--- src/rtl/vga_pkg.sv ---
// Shared tile-screen geometry, ASCII control codes and text writer state type.
package vga_pkg;

  localparam int H_TILES        = 160;
  localparam int V_TILES        = 64;
  localparam int ADDR_COL_WIDTH = 8;
  localparam int ADDR_ROW_WIDTH = 6;
  localparam int DATA_WIDTH     = 7;

  localparam logic [7:0] ASCII_BS    = 8'h08;
  localparam logic [7:0] ASCII_HT    = 8'h09;
  localparam logic [7:0] ASCII_LF    = 8'h0A;
  localparam logic [7:0] ASCII_FF    = 8'h0C;
  localparam logic [7:0] ASCII_CR    = 8'h0D;
  localparam logic [7:0] ASCII_SPACE = 8'h20;
  localparam logic [7:0] ASCII_TILDE = 8'h7E;

  typedef enum logic [1:0] {
    ST_IDLE       = 2'd0,
    ST_CLR_LINE   = 2'd1,
    ST_CLR_SCREEN = 2'd2
  } tw_state_e;

  // The screen never scrolls: the row index wraps to the top instead.
  function automatic logic [ADDR_ROW_WIDTH-1:0] next_row(input logic [ADDR_ROW_WIDTH-1:0] row);
    logic [ADDR_ROW_WIDTH-1:0] nxt;
    if (row == ADDR_ROW_WIDTH'(V_TILES - 1)) begin
      nxt = {ADDR_ROW_WIDTH{1'b0}};
    end else begin
      nxt = row + ADDR_ROW_WIDTH'(1);
    end
    return nxt;
  endfunction

  // One extra bit so a tab stop past the last column is still representable.
  function automatic logic [ADDR_COL_WIDTH:0] next_tab_stop(input logic [ADDR_COL_WIDTH-1:0] col);
    logic [ADDR_COL_WIDTH:0] stop;
    stop = {1'b0, col} | (ADDR_COL_WIDTH + 1)'(7);
    return stop + (ADDR_COL_WIDTH + 1)'(1);
  endfunction

endpackage

--- src/rtl/text_writer_if.sv ---
// Byte-stream handshake plus tile-buffer write port of the text writer.
interface text_writer_if;
  import vga_pkg::*;

  logic [7:0]                char_i;
  logic                      valid_i;
  logic                      ready_o;
  logic                      wr_en_o;
  logic [ADDR_COL_WIDTH-1:0] col_w_o;
  logic [ADDR_ROW_WIDTH-1:0] row_w_o;
  logic [DATA_WIDTH-1:0]     din_o;

  modport master (
    output char_i,
    output valid_i,
    input  ready_o,
    input  wr_en_o,
    input  col_w_o,
    input  row_w_o,
    input  din_o
  );

  modport slave (
    input  char_i,
    input  valid_i,
    output ready_o,
    output wr_en_o,
    output col_w_o,
    output row_w_o,
    output din_o
  );

endinterface

--- src/rtl/tile_sweep.sv ---
// Row/column sweep counter: walks one tile row or the whole grid, one cell per cycle,
// and flags the final cell with a single-cycle done pulse.
module tile_sweep
  import vga_pkg::*;
(
  input  logic                      clk_i,
  input  logic                      rstn_i,
  input  logic                      start_i,
  input  logic                      full_i,
  input  logic [ADDR_ROW_WIDTH-1:0] row_i,
  output logic [ADDR_COL_WIDTH-1:0] col_o,
  output logic [ADDR_ROW_WIDTH-1:0] row_o,
  output logic                      done_o
);

  localparam logic [ADDR_COL_WIDTH-1:0] COL_LAST = ADDR_COL_WIDTH'(H_TILES - 1);
  localparam logic [ADDR_ROW_WIDTH-1:0] ROW_LAST = ADDR_ROW_WIDTH'(V_TILES - 1);

  logic                      active_r;
  logic                      full_r;
  logic [ADDR_COL_WIDTH-1:0] col_r;
  logic [ADDR_ROW_WIDTH-1:0] row_r;
  logic                      row_end_s;
  logic                      done_s;

  assign row_end_s = (col_r == COL_LAST);
  assign done_s    = active_r && row_end_s && (!full_r || (row_r == ROW_LAST));

  // Sweep position; a start always restarts from column 0 of the chosen row.
  always_ff @(posedge clk_i or negedge rstn_i) begin
    if (!rstn_i) begin
      active_r <= 1'b0;
      full_r   <= 1'b0;
      col_r    <= {ADDR_COL_WIDTH{1'b0}};
      row_r    <= {ADDR_ROW_WIDTH{1'b0}};
    end else if (start_i) begin
      active_r <= 1'b1;
      full_r   <= full_i;
      col_r    <= {ADDR_COL_WIDTH{1'b0}};
      row_r    <= full_i ? {ADDR_ROW_WIDTH{1'b0}} : row_i;
    end else if (done_s) begin
      active_r <= 1'b0;
      col_r    <= {ADDR_COL_WIDTH{1'b0}};
    end else if (active_r) begin
      if (row_end_s) begin
        col_r <= {ADDR_COL_WIDTH{1'b0}};
        row_r <= row_r + ADDR_ROW_WIDTH'(1);
      end else begin
        col_r <= col_r + ADDR_COL_WIDTH'(1);
      end
    end
  end

  assign col_o  = col_r;
  assign row_o  = row_r;
  assign done_o = done_s;

endmodule

--- src/rtl/text_writer.sv ---
// Character-stream front end for the tile screen buffer: cursor handling, control codes
// and row/screen clears. Define TEXT_WRITER_TAB_EN to enable horizontal tab (0x09).
module text_writer
  import vga_pkg::*;
(
  input  logic                      clk_i,
  input  logic                      rstn_i,
  text_writer_if.slave              bus,
  output logic [ADDR_COL_WIDTH-1:0] cursor_col_o,
  output logic [ADDR_ROW_WIDTH-1:0] cursor_row_o,
  output logic                      busy_o
);

  localparam logic [ADDR_COL_WIDTH-1:0] COL_LAST = ADDR_COL_WIDTH'(H_TILES - 1);

  tw_state_e                 state_r, state_n_s;
  logic [ADDR_COL_WIDTH-1:0] cursor_col_r, cursor_col_n_s;
  logic [ADDR_ROW_WIDTH-1:0] cursor_row_r, cursor_row_n_s;
  logic                      wr_en_r, wr_en_n_s;
  logic [ADDR_COL_WIDTH-1:0] col_w_r, col_w_n_s;
  logic [ADDR_ROW_WIDTH-1:0] row_w_r, row_w_n_s;
  logic [DATA_WIDTH-1:0]     din_r, din_n_s;
  logic                      sweep_start_s;
  logic                      sweep_full_s;
  logic [ADDR_COL_WIDTH-1:0] sweep_col_s;
  logic [ADDR_ROW_WIDTH-1:0] sweep_row_s;
  logic                      sweep_done_s;
  logic                      accept_s;
  logic                      printable_s;

  assign accept_s    = bus.valid_i && (state_r == ST_IDLE);
  assign printable_s = (bus.char_i >= ASCII_SPACE) && (bus.char_i <= ASCII_TILDE);

`ifdef TEXT_WRITER_TAB_EN
  localparam logic [ADDR_COL_WIDTH:0] TAB_LIMIT = (ADDR_COL_WIDTH + 1)'(H_TILES);
  logic [ADDR_COL_WIDTH:0] tab_stop_s;
  assign tab_stop_s = next_tab_stop(cursor_col_r);
`endif

  // The sweep row follows the freshly advanced cursor row, so it starts with the accept.
  tile_sweep u_sweep (
    .clk_i   (clk_i),
    .rstn_i  (rstn_i),
    .start_i (sweep_start_s),
    .full_i  (sweep_full_s),
    .row_i   (cursor_row_n_s),
    .col_o   (sweep_col_s),
    .row_o   (sweep_row_s),
    .done_o  (sweep_done_s)
  );

  // Next-state, cursor and write-port decode.
  always_comb begin
    state_n_s      = state_r;
    cursor_col_n_s = cursor_col_r;
    cursor_row_n_s = cursor_row_r;
    wr_en_n_s      = 1'b0;
    col_w_n_s      = col_w_r;
    row_w_n_s      = row_w_r;
    din_n_s        = din_r;
    sweep_start_s  = 1'b0;
    sweep_full_s   = 1'b0;
    case (state_r)
      ST_IDLE: begin
        if (accept_s && printable_s) begin
          wr_en_n_s = 1'b1;
          col_w_n_s = cursor_col_r;
          row_w_n_s = cursor_row_r;
          din_n_s   = bus.char_i[DATA_WIDTH-1:0];
          if (cursor_col_r != COL_LAST) begin
            cursor_col_n_s = cursor_col_r + ADDR_COL_WIDTH'(1);
          end else begin
            cursor_col_n_s = {ADDR_COL_WIDTH{1'b0}};
            cursor_row_n_s = next_row(cursor_row_r);
            state_n_s      = ST_CLR_LINE;
            sweep_start_s  = 1'b1;
          end
        end else if (accept_s) begin
          case (bus.char_i)
            ASCII_LF: begin
              cursor_col_n_s = {ADDR_COL_WIDTH{1'b0}};
              cursor_row_n_s = next_row(cursor_row_r);
              state_n_s      = ST_CLR_LINE;
              sweep_start_s  = 1'b1;
            end
            ASCII_CR: begin
              cursor_col_n_s = {ADDR_COL_WIDTH{1'b0}};
            end
            ASCII_BS: begin
              // Backspace stops at column 0; it never climbs to the previous row.
              if (cursor_col_r != {ADDR_COL_WIDTH{1'b0}}) begin
                cursor_col_n_s = cursor_col_r - ADDR_COL_WIDTH'(1);
                wr_en_n_s      = 1'b1;
                col_w_n_s      = cursor_col_r - ADDR_COL_WIDTH'(1);
                row_w_n_s      = cursor_row_r;
                din_n_s        = {DATA_WIDTH{1'b0}};
              end else begin
                cursor_col_n_s = cursor_col_r;
              end
            end
            ASCII_FF: begin
              cursor_col_n_s = {ADDR_COL_WIDTH{1'b0}};
              cursor_row_n_s = {ADDR_ROW_WIDTH{1'b0}};
              state_n_s      = ST_CLR_SCREEN;
              sweep_start_s  = 1'b1;
              sweep_full_s   = 1'b1;
            end
`ifdef TEXT_WRITER_TAB_EN
            ASCII_HT: begin
              if (tab_stop_s >= TAB_LIMIT) begin
                cursor_col_n_s = {ADDR_COL_WIDTH{1'b0}};
                cursor_row_n_s = next_row(cursor_row_r);
                state_n_s      = ST_CLR_LINE;
                sweep_start_s  = 1'b1;
              end else begin
                cursor_col_n_s = tab_stop_s[ADDR_COL_WIDTH-1:0];
              end
            end
`endif
            default: begin
              state_n_s = ST_IDLE;
            end
          endcase
        end else begin
          state_n_s = ST_IDLE;
        end
      end
      ST_CLR_LINE, ST_CLR_SCREEN: begin
        wr_en_n_s = 1'b1;
        col_w_n_s = sweep_col_s;
        row_w_n_s = sweep_row_s;
        din_n_s   = {DATA_WIDTH{1'b0}};
        if (sweep_done_s) begin
          state_n_s = ST_IDLE;
        end else begin
          state_n_s = state_r;
        end
      end
      default: begin
        state_n_s = ST_IDLE;
      end
    endcase
  end

  // State, cursor and registered write port.
  always_ff @(posedge clk_i or negedge rstn_i) begin
    if (!rstn_i) begin
      state_r      <= ST_IDLE;
      cursor_col_r <= {ADDR_COL_WIDTH{1'b0}};
      cursor_row_r <= {ADDR_ROW_WIDTH{1'b0}};
      wr_en_r      <= 1'b0;
      col_w_r      <= {ADDR_COL_WIDTH{1'b0}};
      row_w_r      <= {ADDR_ROW_WIDTH{1'b0}};
      din_r        <= {DATA_WIDTH{1'b0}};
    end else begin
      state_r      <= state_n_s;
      cursor_col_r <= cursor_col_n_s;
      cursor_row_r <= cursor_row_n_s;
      wr_en_r      <= wr_en_n_s;
      col_w_r      <= col_w_n_s;
      row_w_r      <= row_w_n_s;
      din_r        <= din_n_s;
    end
  end

  assign bus.ready_o   = (state_r == ST_IDLE);
  assign bus.wr_en_o   = wr_en_r;
  assign bus.col_w_o   = col_w_r;
  assign bus.row_w_o   = row_w_r;
  assign bus.din_o     = din_r;
  assign cursor_col_o  = cursor_col_r;
  assign cursor_row_o  = cursor_row_r;
  assign busy_o        = (state_r != ST_IDLE);

endmodule

--- src/flat_wrapper.sv ---
// flat-port wrapper written by rule: the top's interface ports become plain ports
module text_writer_flat import vga_pkg::*;
  (clk_i, rstn_i, cursor_col_o, cursor_row_o, busy_o, bus_char_i, bus_valid_i, bus_ready_o, bus_wr_en_o, bus_col_w_o, bus_row_w_o, bus_din_o);
  text_writer_if bus_i ();
  input  logic clk_i;
  input  logic rstn_i;
  output logic [ADDR_COL_WIDTH-1:0] cursor_col_o;
  output logic [ADDR_ROW_WIDTH-1:0] cursor_row_o;
  output logic busy_o;
  input wire logic [$bits(bus_i.char_i)-1:0] bus_char_i;
  input wire logic [$bits(bus_i.valid_i)-1:0] bus_valid_i;
  output wire logic [$bits(bus_i.ready_o)-1:0] bus_ready_o;
  output wire logic [$bits(bus_i.wr_en_o)-1:0] bus_wr_en_o;
  output wire logic [$bits(bus_i.col_w_o)-1:0] bus_col_w_o;
  output wire logic [$bits(bus_i.row_w_o)-1:0] bus_row_w_o;
  output wire logic [$bits(bus_i.din_o)-1:0] bus_din_o;
  assign bus_i.char_i = bus_char_i;
  assign bus_i.valid_i = bus_valid_i;
  assign bus_ready_o = bus_i.ready_o;
  assign bus_wr_en_o = bus_i.wr_en_o;
  assign bus_col_w_o = bus_i.col_w_o;
  assign bus_row_w_o = bus_i.row_w_o;
  assign bus_din_o = bus_i.din_o;
  text_writer u_core (.clk_i(clk_i), .rstn_i(rstn_i), .bus(bus_i), .cursor_col_o(cursor_col_o), .cursor_row_o(cursor_row_o), .busy_o(busy_o));
endmodule
--- config.mk ---
export PLATFORM = sky130hd
export DESIGN_NAME = text_writer_flat
export DESIGN_NICKNAME = d
export VERILOG_FILES = /design/src/rtl/vga_pkg.sv /design/src/rtl/text_writer_if.sv /design/src/rtl/tile_sweep.sv /design/src/rtl/text_writer.sv /design/src/flat_wrapper.sv
export SDC_FILE = /design/constraint.sdc
export NUM_CORES = 1
export LEC_CHECK = 0
export CORE_MARGIN = 2
export CORE_UTILIZATION = 35
export DETAILED_ROUTE_END_ITERATION = 16
export PLACE_DENSITY_LB_ADDON = 0.12
export SETUP_SLACK_MARGIN = 0.5
export SKIP_LAST_GASP = 1
export SYNTH_ARGS = -nofsm -noshare
export SYNTH_HDL_FRONTEND = slang
export SYNTH_HIERARCHICAL = 1
export SYNTH_SLANG_ARGS = --single-unit
--- constraint.sdc ---
create_clock -name clk_i -period 2.5 [get_ports clk_i]
set_clock_uncertainty 0.15 [all_clocks]
set_input_delay 0.5 -clock clk_i [delete_from_list [all_inputs] [get_ports clk_i]]
set_output_delay 0.5 -clock clk_i [all_outputs]
set_load 0.02 [all_outputs]
**Run 1: met1 routing**

Supply wires on this layer in gray.
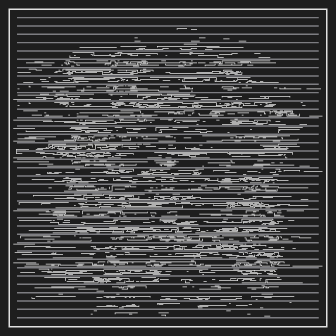
wire length on this layer: 5300 µm
longest straight run: 34.0 µm
main direction: horizontal
nets with wire on the layer: 497
met1 Resource Use GR: 0.294
vias post-DR: 3711
aggregate routed wire length: 12000 µm

**Run 1: metal 2**

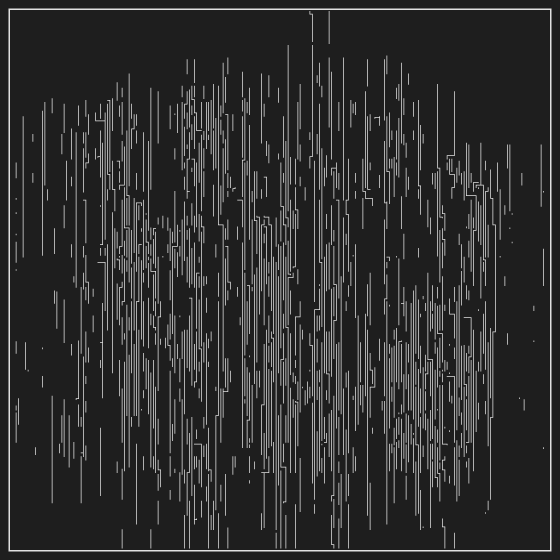
nets with wire on the layer: 484
longest straight run: 51.0 µm
main direction: vertical
share of all routed wire: 49%
met2 Use GR: 0.372

**Run 1: metal 3**

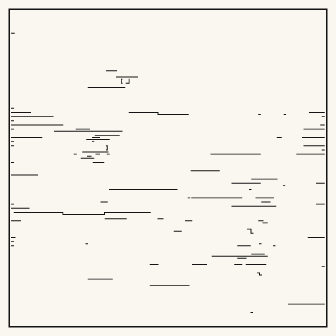
main direction: horizontal
longest straight run: 22.1 µm
met3 layer usage reported by global route: 0.0353

**Run 1: metal 4**

Scale bar: 20 µm. Supply wires on this layer in gray. Cells faint in the background.
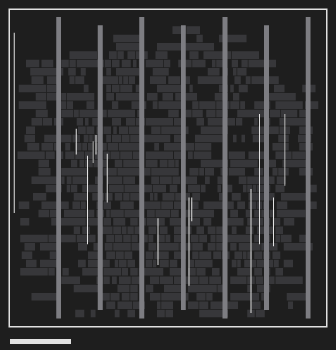
wire length on this layer: 296 µm
share of all routed wire: 2.5%

==> Flow_metrics.wiki, run 1 <==
== Metrics ==
{| class="wikitable"
! Metric !! Value
|-
| Result of the run || finished with violations
|-
| Violated checks || hold timing
|-
| Clock network contribution to total cell area || 0.0170
|-
| Share of the synthesized area in the top cell type || 0.393
|-
| Number of warnings in the stage logs || 32
|-
| Pin count of the biggest net entering global routing || between 50 and 60
|-
| Count of library flops with an enable pin || 0
|-
| Comb power frac || 0.543
|-
| CTS sink count || ~54
|-
| Area overhead of the layout relative to synthesis || 66.9%
|-
| Number of endpoints with negative hold slack in the final report || 8
|-
| Clk Latency, worst-skew pair || between 0.3 and 0.4 ns
|-
| Required time at the endpoint of the critical path || between 2 and 3 ns
|-
| Combined area of all synthesized cells || 0.00344 mm²
|-
| Most frequently placed logic cell in the final layout || sky130_fd_sc_hd__buf_4
|-
| Synthesized area per cell || roughly 9.1 µm²
|-
| Worst path arrival time || between 2 and 2.5 ns
|-
| Number of buffers created by CTS || 5
|-
| Switching portion of total power || 0.435
|-
| Worst Tran Pin Value || 0.573 ns
|-
| Capturing element of the worst setup path || u_core/cursor_col_o[7]
|-
| Cell count of the worst reg-to-reg path || 8
|-
| Remaining design rule violation count || 0
|-
| Overall die height || approximately 100 µm
|-
| Min Hold Slack || -0.00915 ns
|-
| Layout clock buffers || 5
|-
| Die outline area || roughly 0.011 mm²
|-
| Most frequent logic cells in the routed design || sky130_fd_sc_hd__buf_4 (82), sky130_fd_sc_hd__dfrtp_1 (46), sky130_fd_sc_hd__buf_6 (22)
|-
| Initial antenna violation count || 0
|-
| CP max stage delay || roughly 0.55 ns
|-
| Path type of the worst min-delay path || in -> async
|-
| Largest vdd supply drop || 0.000349 V
|-
| Number of nets at floorplan || approximately 400
|-
| Synthesized chip area reported by yosys || 0.00344 mm²
|-
| Sequence of cells on the critical path || buf_6 > or4b_4 > buf_6 > buf_4 > a211oi_4 > buf_4 > buf_6 > a211oi_1 > o21ai_0 > mux2i_1
|-
| Nature of the critical path startpoint || input port
|-
| RR Endpoint || u_core/u_sweep/row_o[0]
|-
| Prevailing post-synth register cell || sky130_fd_sc_hd__dfrtp_1
|-
| Maximum fanout count along the critical path || 5
|-
| Cell Rows || 36
|-
| Count of non-CTS inverters in the layout || 13
|-
| Effective utilization at floorplan || 0.357
|-
| Setup Buffers After CTS || 19
|-
| Die W || roughly 100 µm
|-
| Proportion of cell area occupied by multi-input gates || 0.451
|-
| Max capacitance violation total || 0
|-
| Flop share of the area || 0.237
|-
| Power Total || about 4.4 mW
|-
| Cell count along the critical path || 10
|-
| Final number of max-transition violations || 0
|}
## Run 2: what changed since run 1
- SLEW_MARGIN: unset -> 10
**Run 2: clock nets**

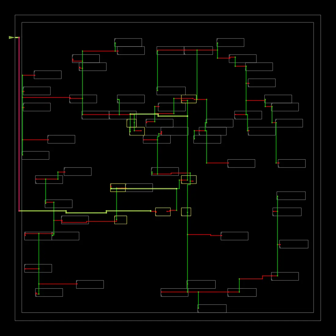
Clk Latency, worst-skew pair: 0.33 ns
number of sequential cells: 54

==> Flow_metrics.wiki, run 2 <==
== Metrics ==
{| class="wikitable"
! Metric !! Value
|-
| Prevailing post-synth register cell || sky130_fd_sc_hd__dfrtp_1
|-
| Result of the run || finished with violations
|-
| Setup Buffers After CTS || 19 (unchanged)
|-
| Largest vdd supply drop || 0.000349 V (unchanged)
|-
| Met1 Resource Use GR || 0.294 (unchanged)
|-
| Final number of max-transition violations || 0 (unchanged)
|-
| Combined area of all synthesized cells || 0.00344 mm² (unchanged)
|-
| RR Endpoint || u_core/u_sweep/row_o[0]
|-
| CTS sink count || 54 (unchanged)
|-
| Worst Tran Pin Value || 0.573 ns (unchanged)
|-
| Clock network contribution to total cell area || 0.0170 (unchanged)
|-
| Logic cell area || 0.00259 mm²
|-
| Number of buffers created by CTS || 5 (unchanged)
|-
| Die outline area || 0.0106 mm² (unchanged)
|-
| Synthesized chip area reported by yosys || 0.00344 mm² (unchanged)
|-
| Cell Rows || 36 (unchanged)
|-
| Number of endpoints with negative hold slack in the final report || 8 (unchanged)
|-
| Min Hold Slack || -0.00915 ns (unchanged)
|-
| Maximum fanout count along the critical path || 5 (unchanged)
|-
| Layout clock buffers || 5 (unchanged)
|-
| Most frequent logic cells in the routed design || sky130_fd_sc_hd__buf_4 (82), sky130_fd_sc_hd__dfrtp_1 (46), sky130_fd_sc_hd__buf_6 (22)
|-
| Number of warnings in the stage logs || 32 (unchanged)
|-
| Proportion of cell area occupied by multi-input gates || 0.451 (unchanged)
|-
| Sequence of cells on the critical path || buf_6 > or4b_4 > buf_6 > buf_4 > a211oi_4 > buf_4 > buf_6 > a211oi_1 > o21ai_0 > mux2i_1
|-
| Effective utilization at floorplan || 0.357 (unchanged)
|-
| Required time at the endpoint of the critical path || 2.56 ns (about the same)
|-
| Switching portion of total power || 0.435 (unchanged)
|-
| Number of nets at floorplan || 399 (unchanged)
|-
| Area overhead of the layout relative to synthesis || 66.9% (unchanged)
|-
| Worst path arrival time || 2.41 ns (about the same)
|-
| Synthesized area per cell || 9.05 µm² (unchanged)
|-
| Comb power frac || 0.543 (about the same)
|-
| Cell count along the critical path || 10 (unchanged)
|-
| Violated checks || hold timing
|-
| Pin count of the biggest net entering global routing || 55 (unchanged)
|-
| Remaining design rule violation count || 0 (unchanged)
|-
| Initial antenna violation count || 0 (unchanged)
|-
| CP max stage delay || 0.55 ns (about the same)
|-
| Met3 layer usage reported by global route || 0.0353 (unchanged)
|-
| Overall die height || 103 µm (unchanged)
|-
| Share of the synthesized area in the top cell type || 0.393 (unchanged)
|-
| Path type of the worst min-delay path || in -> async
|-
| Max capacitance violation total || 0 (unchanged)
|-
| Vias post-DR || 3711 (unchanged)
|}
Power figures rest on the tool's default switching activity, not on a simulated workload.
